--- config.mk ---
export PLATFORM = sky130hd
export DESIGN_NAME = pi_cmd_rx
export DESIGN_NICKNAME = d
export VERILOG_FILES = /design/src/rtl/oscope_pkg.sv /design/src/rtl/sync_bit.sv /design/src/rtl/pi_cmd_rx.sv
export SDC_FILE = /design/constraint.sdc
export NUM_CORES = 1
export LEC_CHECK = 0
export CAP_MARGIN = 5
export CORE_MARGIN = 4
export CORE_UTILIZATION = 49
export DETAILED_ROUTE_END_ITERATION = 7
export PLACE_DENSITY = 0.75
export SLEW_MARGIN = 20
export SYNTH_ARGS = -nofsm -noshare
export SYNTH_HDL_FRONTEND = slang
export SYNTH_SLANG_ARGS = --single-unit
--- constraint.sdc ---
create_clock -name osc_clk -period 2.53 [get_ports osc_clk]
set_input_delay 0.6325 -clock osc_clk [delete_from_list [all_inputs] [get_ports osc_clk]]
set_output_delay 0.6325 -clock osc_clk [all_outputs]
set_load 0.02 [all_outputs]
--- src/rtl/oscope_pkg.sv ---
// Shared oscilloscope definitions: command opcodes, control-register reset
// defaults, the Pi command receiver state encoding and its frame decoder.
package oscope_pkg;

    localparam int unsigned BYTE_W     = 8;
    localparam int unsigned FRAME_BITS = 16;
    localparam int unsigned CNT_W      = 5;
    localparam int unsigned CNT_SAT    = 17;

    localparam logic [BYTE_W-1:0] OP_REARM     = 8'h01;
    localparam logic [BYTE_W-1:0] OP_SET_DECIM = 8'h02;
    localparam logic [BYTE_W-1:0] OP_SET_TRIG  = 8'h03;
    localparam logic [BYTE_W-1:0] OP_SET_MODE  = 8'h04;

    localparam logic [BYTE_W-1:0] DECIM_RST      = 8'h01;
    localparam logic [BYTE_W-1:0] TRIG_LEVEL_RST = 8'h80;
    localparam logic [1:0]        TRIG_MODE_RST  = 2'b00;

    typedef enum logic [1:0] {
        IDLE  = 2'd0,
        SHIFT = 2'd1,
        EXEC  = 2'd2
    } state_t;

    typedef struct packed {
        logic [BYTE_W-1:0] opcode;
        logic [BYTE_W-1:0] arg;
    } cmd_t;

    typedef struct packed {
        logic ok;
        logic rearm;
        logic set_decim;
        logic set_trig;
        logic set_mode;
    } dec_t;

    // Classify a received frame; anything not fully valid yields ok = 0.
    function automatic dec_t decode_cmd(input cmd_t cmd, input logic [CNT_W-1:0] cnt);
        dec_t d;
        d = '0;
        if (cnt == CNT_W'(FRAME_BITS)) begin
            case (cmd.opcode)
                OP_REARM: begin
                    d.ok    = 1'b1;
                    d.rearm = 1'b1;
                end
                OP_SET_DECIM: begin
                    if (cmd.arg != '0) begin
                        d.ok        = 1'b1;
                        d.set_decim = 1'b1;
                    end
                end
                OP_SET_TRIG: begin
                    d.ok       = 1'b1;
                    d.set_trig = 1'b1;
                end
                OP_SET_MODE: begin
                    d.ok       = 1'b1;
                    d.set_mode = 1'b1;
                end
                default: d = '0;
            endcase
        end
        return d;
    endfunction

endpackage

--- src/rtl/sync_bit.sv ---
// Single-bit multi-flop synchronizer with configurable depth and reset value.
module sync_bit #(
    parameter int unsigned DEPTH   = 2,
    parameter logic        RST_VAL = 1'b0
) (
    input  logic clk,
    input  logic rst_n,
    input  logic d,
    output logic q
);

    logic [DEPTH-1:0] chain;

    always_ff @(posedge clk or negedge rst_n) begin
        if (!rst_n) begin
            chain <= {DEPTH{RST_VAL}};
        end else begin
            chain <= DEPTH'({chain, d});
        end
    end

    assign q = chain[DEPTH-1];

endmodule

--- src/rtl/pi_cmd_rx.sv ---
// Receives 16-bit SPI-style command frames from the Pi in the osc_clk domain,
// returns a status byte on MISO and drives the capture control registers.
module pi_cmd_rx
    import oscope_pkg::*;
#(
    parameter int unsigned SYNC_STAGES = 2
) (
    input  logic       osc_clk,
    input  logic       reset_n,
    input  logic       pi_cs_n,
    input  logic       pi_sclk,
    input  logic       pi_mosi,
    input  logic [7:0] status,
    output logic       pi_miso,
    output logic       rearm,
    output logic [7:0] decim,
    output logic [7:0] trig_level,
    output logic [1:0] trig_mode,
    output logic       cmd_valid,
    output logic       cmd_error
);

    localparam int unsigned SETTLE_W = (SYNC_STAGES < 2) ? 1 : $clog2(SYNC_STAGES + 1);

    logic cs_s, sclk_s, mosi_s;
    logic cs_q, sclk_q;
    logic armed;
    logic [SETTLE_W-1:0] settle_cnt;
    logic settled;
    logic cs_fall, cs_rise, sclk_rise, sclk_fall;

    state_t state, state_d;
    logic [CNT_W-1:0]      cnt, cnt_d;
    logic [FRAME_BITS-1:0] sr, sr_d;
    logic [BYTE_W-1:0]     miso_sr, miso_sr_d;
    logic                  pi_miso_d, rearm_d, cmd_valid_d, cmd_error_d;
    logic [BYTE_W-1:0]     decim_d, trig_level_d;
    logic [1:0]            trig_mode_d;
    cmd_t                  cmd;
    dec_t                  dec;

    sync_bit #(.DEPTH(SYNC_STAGES), .RST_VAL(1'b1)) u_sync_cs (
        .clk(osc_clk), .rst_n(reset_n), .d(pi_cs_n), .q(cs_s)
    );
    sync_bit #(.DEPTH(SYNC_STAGES), .RST_VAL(1'b0)) u_sync_sclk (
        .clk(osc_clk), .rst_n(reset_n), .d(pi_sclk), .q(sclk_s)
    );
    sync_bit #(.DEPTH(SYNC_STAGES), .RST_VAL(1'b0)) u_sync_mosi (
        .clk(osc_clk), .rst_n(reset_n), .d(pi_mosi), .q(mosi_s)
    );

    // cs_n only arms once a genuine high level has flushed through the
    // synchronizer, so a frame already running at reset release is ignored.
    assign settled   = (settle_cnt == SETTLE_W'(SYNC_STAGES));
    assign cs_fall   = armed & cs_q & ~cs_s;
    assign cs_rise   = ~cs_q & cs_s;
    assign sclk_rise = ~sclk_q & sclk_s;
    assign sclk_fall = sclk_q & ~sclk_s;

    assign cmd = cmd_t'(sr);
    assign dec = decode_cmd(cmd, cnt);

    always_ff @(posedge osc_clk or negedge reset_n) begin
        if (!reset_n) begin
            cs_q       <= 1'b1;
            sclk_q     <= 1'b0;
            armed      <= 1'b0;
            settle_cnt <= '0;
        end else begin
            cs_q       <= cs_s;
            sclk_q     <= sclk_s;
            armed      <= armed | (settled & cs_s);
            settle_cnt <= settled ? settle_cnt : settle_cnt + SETTLE_W'(1);
        end
    end

    always_ff @(posedge osc_clk or negedge reset_n) begin
        if (!reset_n) begin
            state      <= IDLE;
            cnt        <= '0;
            sr         <= '0;
            miso_sr    <= '0;
            pi_miso    <= 1'b0;
            rearm      <= 1'b0;
            cmd_valid  <= 1'b0;
            cmd_error  <= 1'b0;
            decim      <= DECIM_RST;
            trig_level <= TRIG_LEVEL_RST;
            trig_mode  <= TRIG_MODE_RST;
        end else begin
            state      <= state_d;
            cnt        <= cnt_d;
            sr         <= sr_d;
            miso_sr    <= miso_sr_d;
            pi_miso    <= pi_miso_d;
            rearm      <= rearm_d;
            cmd_valid  <= cmd_valid_d;
            cmd_error  <= cmd_error_d;
            decim      <= decim_d;
            trig_level <= trig_level_d;
            trig_mode  <= trig_mode_d;
        end
    end

    // Pulses are registered on the cs_n rise so they appear during EXEC;
    // control registers commit on the EXEC edge and are visible one cycle later.
    always_comb begin
        state_d      = state;
        cnt_d        = cnt;
        sr_d         = sr;
        miso_sr_d    = miso_sr;
        rearm_d      = 1'b0;
        cmd_valid_d  = 1'b0;
        cmd_error_d  = 1'b0;
        decim_d      = decim;
        trig_level_d = trig_level;
        trig_mode_d  = trig_mode;

        case (state)
            IDLE: begin
                if (cs_fall) begin
                    state_d   = SHIFT;
                    cnt_d     = '0;
                    miso_sr_d = status;
                end
            end
            SHIFT: begin
                if (cs_rise) begin
                    state_d     = EXEC;
                    cmd_valid_d = dec.ok;
                    cmd_error_d = ~dec.ok;
                    rearm_d     = dec.rearm;
                end else begin
                    if (sclk_rise) begin
                        sr_d  = {sr[FRAME_BITS-2:0], mosi_s};
                        cnt_d = (cnt == CNT_W'(CNT_SAT)) ? cnt : cnt + CNT_W'(1);
                    end
                    if (sclk_fall) begin
                        miso_sr_d = {miso_sr[BYTE_W-2:0], 1'b0};
                    end
                end
            end
            EXEC: begin
                state_d = IDLE;
                if (dec.set_decim) decim_d      = cmd.arg;
                if (dec.set_trig)  trig_level_d = cmd.arg;
                if (dec.set_mode)  trig_mode_d  = cmd.arg[1:0];
                if (cs_fall) begin
                    state_d   = SHIFT;
                    cnt_d     = '0;
                    miso_sr_d = status;
                end
            end
            default: state_d = IDLE;
        endcase

        pi_miso_d = (state_d == SHIFT) & miso_sr_d[BYTE_W-1];
    end

endmodule

Run 1, the metal 2 layer:
Bar = 20 microns.
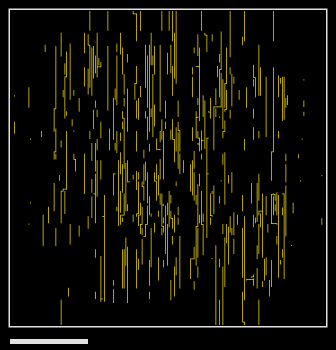
longest straight run: 27.2 microns
nets with wire on the layer: 214
wire length on this layer: 2000 microns
met2 layer usage reported by global route: 0.219
Total Wirelength: 4.27 mm
overall via count from detail_route: 1585

Run 1, logic cells by family:
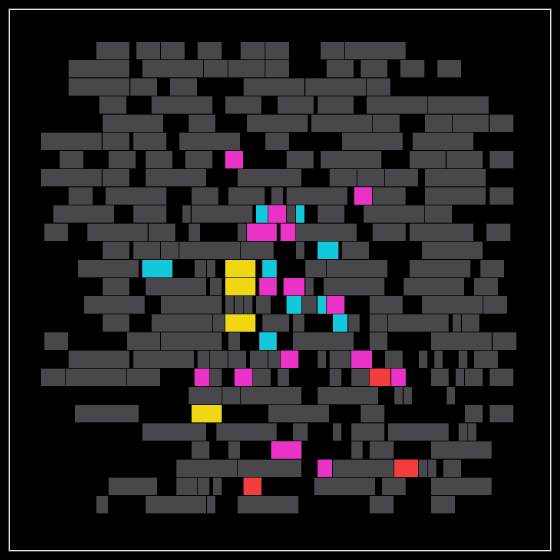
[red] AND-OR and OR-AND gates | cells: 3
[yellow] adder and majority cells | cells: 4 | where: centre
[cyan] NOR gates | cells: 9 | where: centre
[magenta] AND and OR gates | cells: 15
tally of non-filler cells in the final layout: 309
share of the final layout cell area in multi-input gates: 0.293
highest-count logic cell in the final layout: dfrtp_1

Run 1, the metal 3 layer:
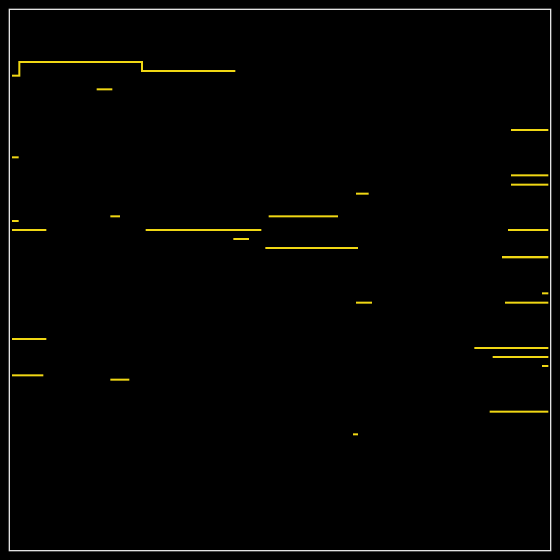
main direction: horizontal
share of all routed wire: 3.9%
longest straight run: 18.4 microns
met3 GRT Util: 0.0432

-- run 1: placed cells by master (no fill, tap or decap), types with 4 or more instances in the layout --
| cell type | instances |
|---|---|
| clkbuf_8 | 12 |
| o21ai_0 | 6 |
| mux2_4 | 8 |
| dfrtp_1 | 59 |
| mux2_2 | 25 |
| ha_1 | 4 |
| a22oi_1 | 6 |
| inv_1 | 6 |
| or4_1 | 5 |
| dfstp_2 | 5 |
| clkdlybuf4s50_1 | 33 |
| nand2_1 | 19 |
| a21oi_1 | 4 |
-- run 1: final cells by class --
type	instances	share of cell area
Clock buffer	12	0.0512
Clock inverter	4	0.00854
Inverter	6	0.00698
Multi-Input combinational cell	116	0.293
Sequential cell	64	0.499
Tap cell	70	0.0272
Timing Repair Buffer	37	0.115
==> impl_report.txt, run 1 <==
FLOW METRICS REPORT
----------------------------------------------------
[Power]
  Net switching power figure ........................ a little over 600 uW
  Peak supply drop ........................ around 0.42 mV
  Power share of the combinational group ........................ 0.121

[Yosys]
  Mux share ........................ 0.154
  Mean area per synthesized cell ........................ around 14 sq um
  Yosys chip area ........................ between 2000 and 3000 sq um
  Area share of the largest cell type after synthesis ........................ 0.567
  And+or+nand+nor area frac ........................ 0.120
  Count of warnings emitted by yosys ........................ 0
  Count of flip-flops with a built-in enable after synthesis ........................ 0
  Flip-flop cell with the highest count after synthesis ........................ dfrtp_1
  Proportion of register bits with asynchronous set or reset after synthesis ........................ 1.00
  Most repeated cell in the gate-level netlist after synthesis ........................ dfrtp_1

[Layout]
  Post-layout util ........................ 0.627
  Final nets ........................ ~250

[Worst setup path]
  Path depth of the worst reg2reg path ........................ 6
  Crit path DRT ........................ approximately 2.8 ns
  CP top delay family ........................ simple AND/OR/NAND/NOR gates
  Crit-path max FO ........................ 8
  Arrival time at the worst endpoint ........................ around 2.3 ns
  Critical Setup Path Class ........................ reg -> reg

[Clock network]
  CTS max path bufs ........................ 2
  TritonCTS clock tree ........................ yes
  Clk sink count ........................ roughly 64

[STA]
  Clock period minus worst slack ........................ 2.11 ns
  Final setup vio count ........................ 0
  Final worst setup slack ........................ 0.419 ns
  Worst relative slew slack ........................ 0.640
  Final count of hold timing violations ........................ 0

[Run]
  Number of max-cap violations ........................ 0

[Status]
  Result of the run ........................ finished, final reports clean

[Global routing]
  Via count of the first global-routing pass ........................ 1580
  Gr busiest metal ........................ met2

[Drt]
  Total length of routed met2 wires ........................ 2.00 mm
  Initial detailed-routing violation count ........................ about 110

----------------------------------------------------
Run 1, register map, names as in the netlist:
Bar = 20 microns.
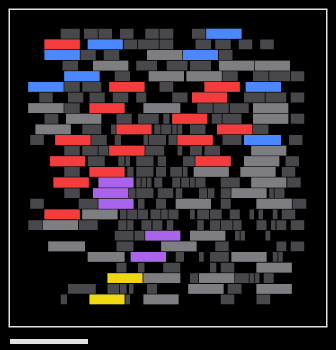

==> inputs of run 2 (changes only) <==
- clock period: 2.53 -> 2 ns (I/O delays scaled with it)
Run 2, register map, names as in the netlist:
Bar = 20 microns.
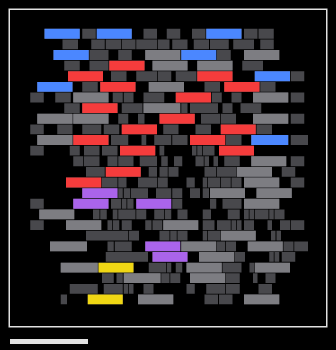
[blue] trig_level | sequential cells: 8
[yellow] settle_cnt | sequential cells: 2
[red] cmd | sequential cells: 16
[purple] cnt | sequential cells: 5 | where: centre
not coloured: 33
register cell area after layout: 1610 sq um
post-layout util: 0.657
power in sequential cells: 1540 uW
sequential cell area share: 0.476

Run 2, logic cells by family:
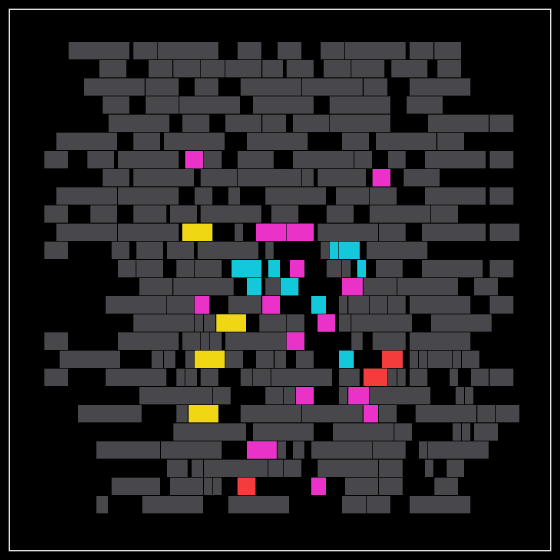
[yellow] adder and majority cells | cells: 4
[cyan] NOR gates | cells: 9 | where: centre
[magenta] AND and OR gates | cells: 15
[red] AND-OR and OR-AND gates | cells: 3
share of the final layout cell area in multi-input gates: 0.280
tally of non-filler cells in the final layout: 321

==> run 2 against run 1 <==
  * Critical path depth fell by 1
  * Worst hold slack got worse by 0.15 ns
  * Cell area rose by 4.8%
  * Setup slack got worse by 0.31 ns
  * Via count rose by 5.6%
  * Critical path type unchanged
  * Sequential cell count did not move
  * Largest power group unchanged
==> impl_report.txt, run 2 <==
FLOW METRICS REPORT
----------------------------------------------------
[Yosys]
  Count of warnings emitted by yosys ........................ 0
  Count of flip-flops with a built-in enable after synthesis ........................ 0
  And+or+nand+nor area frac ........................ 0.120
  Most repeated cell in the gate-level netlist after synthesis ........................ dfrtp_1
  Area share of the largest cell type after synthesis ........................ 0.567
  Top cells by area in the synthesized netlist ........................ dfrtp_1 57%, mux2_2 11%, dfstp_2 5.0%
  Mean area per synthesized cell ........................ approximately 14 sq um
  Flip-flop cell with the highest count after synthesis ........................ dfrtp_1
  Number of nets produced by synthesis ........................ roughly 210
  Top cell types by occurrence after synthesis ........................ 59 x dfrtp_1, 25 x mux2_2, 19 x nand2_1
  Proportion of register bits with asynchronous set or reset after synthesis ........................ 1.00
  Cell area after synthesis ........................ between 2000 and 3000 sq um
  Ys cells ........................ approximately 190
  Yosys chip area ........................ 2600 sq um
  Mux share ........................ 0.154
  FF+latch count, synth ........................ around 64

[Place]
  Worst setup slack before clock tree synthesis ........................ around 0.058 ns
  Number of input and output port buffers inserted ........................ 34
  Routability congestion estimate from global placement ........................ 0.799

[Layout]
  Highest-count logic cell in the final layout ........................ dfrtp_1
  Highest-count cells in the layout ignoring fill and taps ........................ 59 x dfrtp_1, 31 x clkdlybuf4s50_1, 25 x mux2_2
  Antenna diode count ........................ 0
  Final nets ........................ roughly 260
  Flops ........................ around 64
  Final Cell Area ........................ 3380 sq um
  Number of combinational gates with multiple inputs ........................ 116
  Final non-clock buffer share ........................ 0.140
  Clock network area share ........................ 0.0711
  Clock buffer cells ........................ 12
  Non-clock buffer instance count of the final layout ........................ approximately 49
  Max FFs per register ........................ 16
  Most area-hungry cell class in the final design ........................ registers
  Inverters, non-clock ........................ 6

[Clock network]
  H-Tree Level Count ........................ 3
  TritonCTS Buffers ........................ 9
  Clk sink count ........................ approximately 64
  CTS max path bufs ........................ 2
  Count of hold buffers inserted by post-cts repair ........................ 0
  TritonCTS clock tree ........................ yes

[Worst setup path]
  Crit-path max FO ........................ 8
  Path depth of the worst reg2reg path ........................ 5
  Arrival time at the worst endpoint ........................ 2.12 ns
  Crit path DRT ........................ 2.23 ns
  Startpoint of the worst-slack reg-to-reg timing path ........................ cmd[13]
  CP top delay family ........................ simple AND/OR/NAND/NOR gates
  Critical Setup Path Class ........................ reg -> reg
  Buffers plus inverters on the worst setup path ........................ 1

[STA]
  Unrepaired setup endpoints after global routing ........................ false
  Hold Slack ........................ 0.155 ns
  Final count of hold timing violations ........................ 0
  Worst relative slew slack ........................ 0.622
  Final worst setup slack ........................ between 0.1 and 0.15 ns
  Final setup vio count ........................ 0
  Clock period minus worst slack ........................ around 1.9 ns

[Power]
  Peak supply drop ........................ 0.480 mV
  Sequential share of power ........................ 0.457
  Internal cell power ........................ 2530 uW
  Heaviest power group ........................ sequential cells
  Power share of the combinational group ........................ 0.164
  Net switching power figure ........................ about 850 uW

[Drt]
  Initial detailed-routing violation count ........................ between 90 and 100
  Overall via count from detail_route ........................ between 1500 and 2000
  WL/cell ........................ approximately 14 microns
  Total Wirelength ........................ approximately 4.6 mm

[Floorplan]
  Die Span Y ........................ slightly above 80 microns
  Tap Cells ........................ ~70
  Placeable core region ........................ 5140 sq um

[Status]
  Result of the run ........................ finished, final reports clean

[Global routing]
  Via count of the first global-routing pass ........................ between 1500 and 2000
  Number of antenna violations at the first check in global routing ........................ 0

[Run]
  Number of max-cap violations ........................ 0

----------------------------------------------------
[run 2: cell types whose count changed in the layout (fill, tap and decap cells not counted), sizes merged]
cell,previous run,this run
dlymetal6s2s,0,1
bufinv,0,2
dlygate4sd2,0,1
buf,4,16
clkinv,1,0
clkdlybuf4s50,33,31
clkinvlp,3,2
[run 2: logic make-up (layout without fill, tap and decap cells)]
family / after synthesis / count (layout)
compound gates: 26 / 26
simple gates: 52 / 52
fa+ha+maj: 4 / 4
flops: 64 / 64
mux: 33 / 33
buf+inv: 11 / 71
xor+xnor: 1 / 1
[run 2: per-layer routing]
metal / up-vias / track usage / share of wire
met4: 0 / 0.0963 / 0.027
li1: 799 / - / -
met1: 828 / 0.223 / 0.47
met5: - / 0 / 0
met3: 10 / 0.0443 / 0.049
met2: 37 / 0.241 / 0.46
Run 2, routing congestion map:
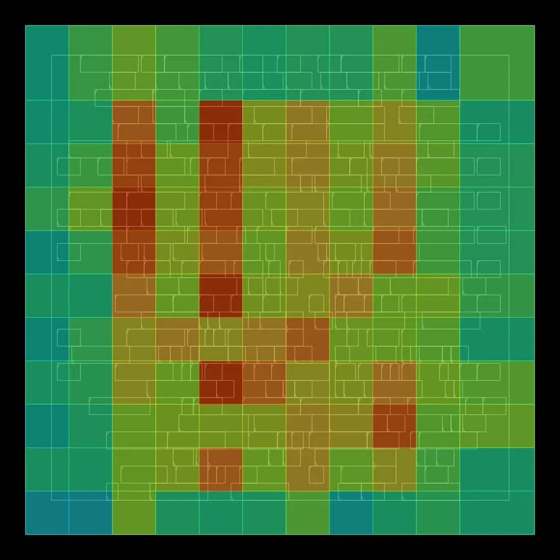

==> inputs of run 3 (changes only) <==
- GPL_ROUTABILITY_DRIVEN: default -> 0
- SYNTH_HIERARCHICAL: default -> 1
Run 3, routing congestion map:
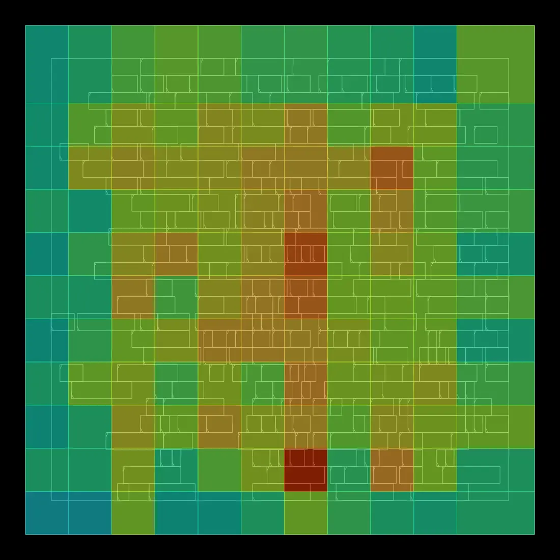
met2 layer usage reported by global route: 0.222
met3 GRT Util: 0.0537
gr busiest metal: met2

==> run 3 against run 2 <==
  * Via count decreased by 0.24%
  * Worst hold slack improved by 0.011 ns
  * Sequential power about the same
  * Critical path type unchanged
  * Critical endpoint is now decim[7]
==> impl_report.txt, run 3 <==
FLOW METRICS REPORT
----------------------------------------------------
[Layout]
  Final non-clock buffer share ........................ 0.143
  Final nets ........................ 269
  Max FFs per register ........................ 16
  Non-clock buffer instance count of the final layout ........................ ~52
  Clock buffer cells ........................ 11
  Number of combinational gates with multiple inputs ........................ between 100 and 150
  Highest-count logic cell in the final layout ........................ dfrtp_1
  Flops ........................ 64
  Post-layout util ........................ 0.661
  Clock network area share ........................ 0.0604
  Final Cell Area ........................ 3420 sq um
  Sequential cell area share ........................ 0.471
  Antenna diode count ........................ 0
  Register cell area after layout ........................ roughly 1600 sq um
  Highest-count cells in the layout ignoring fill and taps ........................ 59 x dfrtp_1, 31 x clkdlybuf4s50_1, 26 x mux2_2
  Most area-hungry cell class in the final design ........................ registers
  Inverters, non-clock ........................ 6

[Floorplan]
  Die Span Y ........................ between 80 and 90 microns
  Placeable core region ........................ approximately 5200 sq um
  Tap Cells ........................ about 70

[Drt]
  Total length of routed met3 wires ........................ 217 microns
  WL/cell ........................ 14.3 microns
  DR top layer ........................ met4
  Routed met1 length ........................ approximately 2.3 mm
  Initial detailed-routing violation count ........................ approximately 56
  Total Wirelength ........................ around 4.7 mm
  Iteration tally of the first detailed-router pass ........................ 4
  Overall via count from detail_route ........................ about 1700
  Total length of routed met2 wires ........................ approximately 2.1 mm

[Yosys]
  Number of nets produced by synthesis ........................ around 210
  Mux share ........................ 0.164
  Most repeated cell in the gate-level netlist after synthesis ........................ dfrtp_1
  Top cells by area in the synthesized netlist ........................ dfrtp_1 56%, mux2_2 11%, dfstp_2 5.0%
  Top cell types by occurrence after synthesis ........................ 59 x dfrtp_1, 26 x mux2_2, 19 x nand2_1
  Proportion of register bits with asynchronous set or reset after synthesis ........................ 1.00
  Ys cells ........................ just under 200
  Cell area after synthesis ........................ approximately 2600 sq um
  Count of flip-flops with a built-in enable after synthesis ........................ 0
  Flip-flop cell with the highest count after synthesis ........................ dfrtp_1
  XOR/XNOR Fraction of Synth Area ........................ 0.00332
  Area share of the largest cell type after synthesis ........................ 0.559
  FF+latch count, synth ........................ approximately 64
  Count of warnings emitted by yosys ........................ 6
  And+or+nand+nor area frac ........................ 0.129
  Mean area per synthesized cell ........................ about 14 sq um
  Yosys chip area ........................ 2640 sq um

[Power]
  Sequential share of power ........................ 0.479
  Net switching power figure ........................ 828 uW
  Power share of the combinational group ........................ 0.178
  Internal cell power ........................ about 2400 uW
  Static power due to leakage ........................ 0.00168 uW
  Peak supply drop ........................ 0.705 mV

[Worst setup path]
  Crit-path max FO ........................ 8
  Reg2reg end ........................ decim[7]
  List of cells traversed by the critical path ........................ inv_2, ha_4, nor4b_4, nand3_1, or4_4, mux2_4
  Critical Setup Path Class ........................ reg -> reg
  Slowest-stage cell, CP ........................ or4_4
  Arrival time at the worst endpoint ........................ 2.17 ns
  Startpoint of the worst-slack reg-to-reg timing path ........................ cnt[0]
  Crit path DRT ........................ roughly 2.2 ns
  Critical Path Sink Type ........................ register
  Buffers plus inverters on the worst setup path ........................ 1
  Path depth of the worst reg2reg path ........................ 6
  CP startpoint ........................ cnt[0]
  CP top delay family ........................ simple AND/OR/NAND/NOR gates

[STA]
  Final setup vio count ........................ 0
  Hold Slack ........................ 0.166 ns
  Unrepaired setup endpoints after global routing ........................ true
  Maximum clock rate ........................ approximately 0.51 GHz
  Worst relative slew slack ........................ 0.778
  Clock period minus worst slack ........................ approximately 2 ns
  Final count of hold timing violations ........................ 0
  Final worst setup slack ........................ around 0.050 ns

[Status]
  Result of the run ........................ finished, final reports clean

[Place]
  Number of input and output port buffers inserted ........................ 34
  Worst setup slack before clock tree synthesis ........................ -0.0957 ns

[Clock network]
  TritonCTS Buffers ........................ 9
  TritonCTS clock tree ........................ yes
  CTS max path bufs ........................ 2
  H-Tree Level Count ........................ 3
  Count of hold buffers inserted by post-cts repair ........................ 0
  Clk sink count ........................ between 60 and 70
  Insertion delay of the later-clocked pin in the worst-skew pair ........................ 0.33 ns

[Global routing]
  Via count of the first global-routing pass ........................ between 1500 and 2000
  Number of antenna violations at the first check in global routing ........................ 0

[Run]
  Number of max-cap violations ........................ 0

----------------------------------------------------
Run 3, logic cells by family:
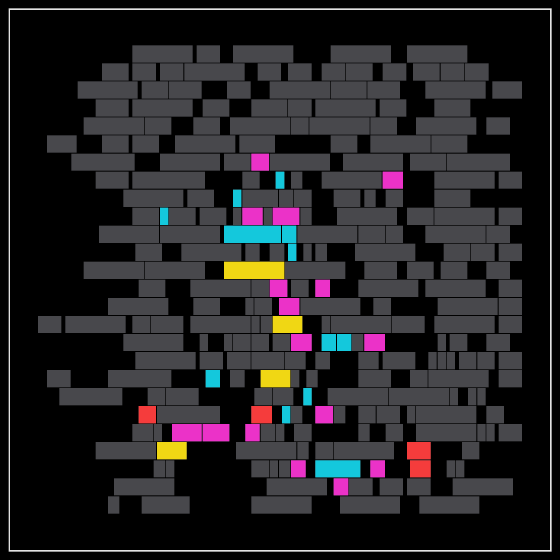
[red] AND-OR and OR-AND gates | cells: 4
[yellow] adder and majority cells | cells: 4
[magenta] AND and OR gates | cells: 16
[cyan] NOR gates | cells: 12 | where: centre
tally of non-filler cells in the final layout: 327
share of the final layout cell area in multi-input gates: 0.294

run 3: metal layers:
layer | track usage | vias to the layer above
met3 | 0.0537 | 9
met5 | 0 | -
li1 | - | 812
met2 | 0.222 | 31
met4 | 0.0878 | 0
met1 | 0.213 | 818
run 3: timing repair:
| item | CTS | global route |
|---|---|---|
| buffers inserted | 1 | 1 |
| resized | 3 | 5 |
| setup endpoints to repair | 8 | 9 |
| pin swaps | 2 | 1 |
run 3: power by group through the flow:
stage	Clock (uW)	Sequential, uW	Combinational [uW]
finish	1110	1540	573
global route	1210	1560	644
CTS	1150	1540	556
detailed placement	0	1570	553
global placement	0	1560	539
floorplan	0	1570	287
Power figures rest on the tool's default switching activity, not on a simulated workload.
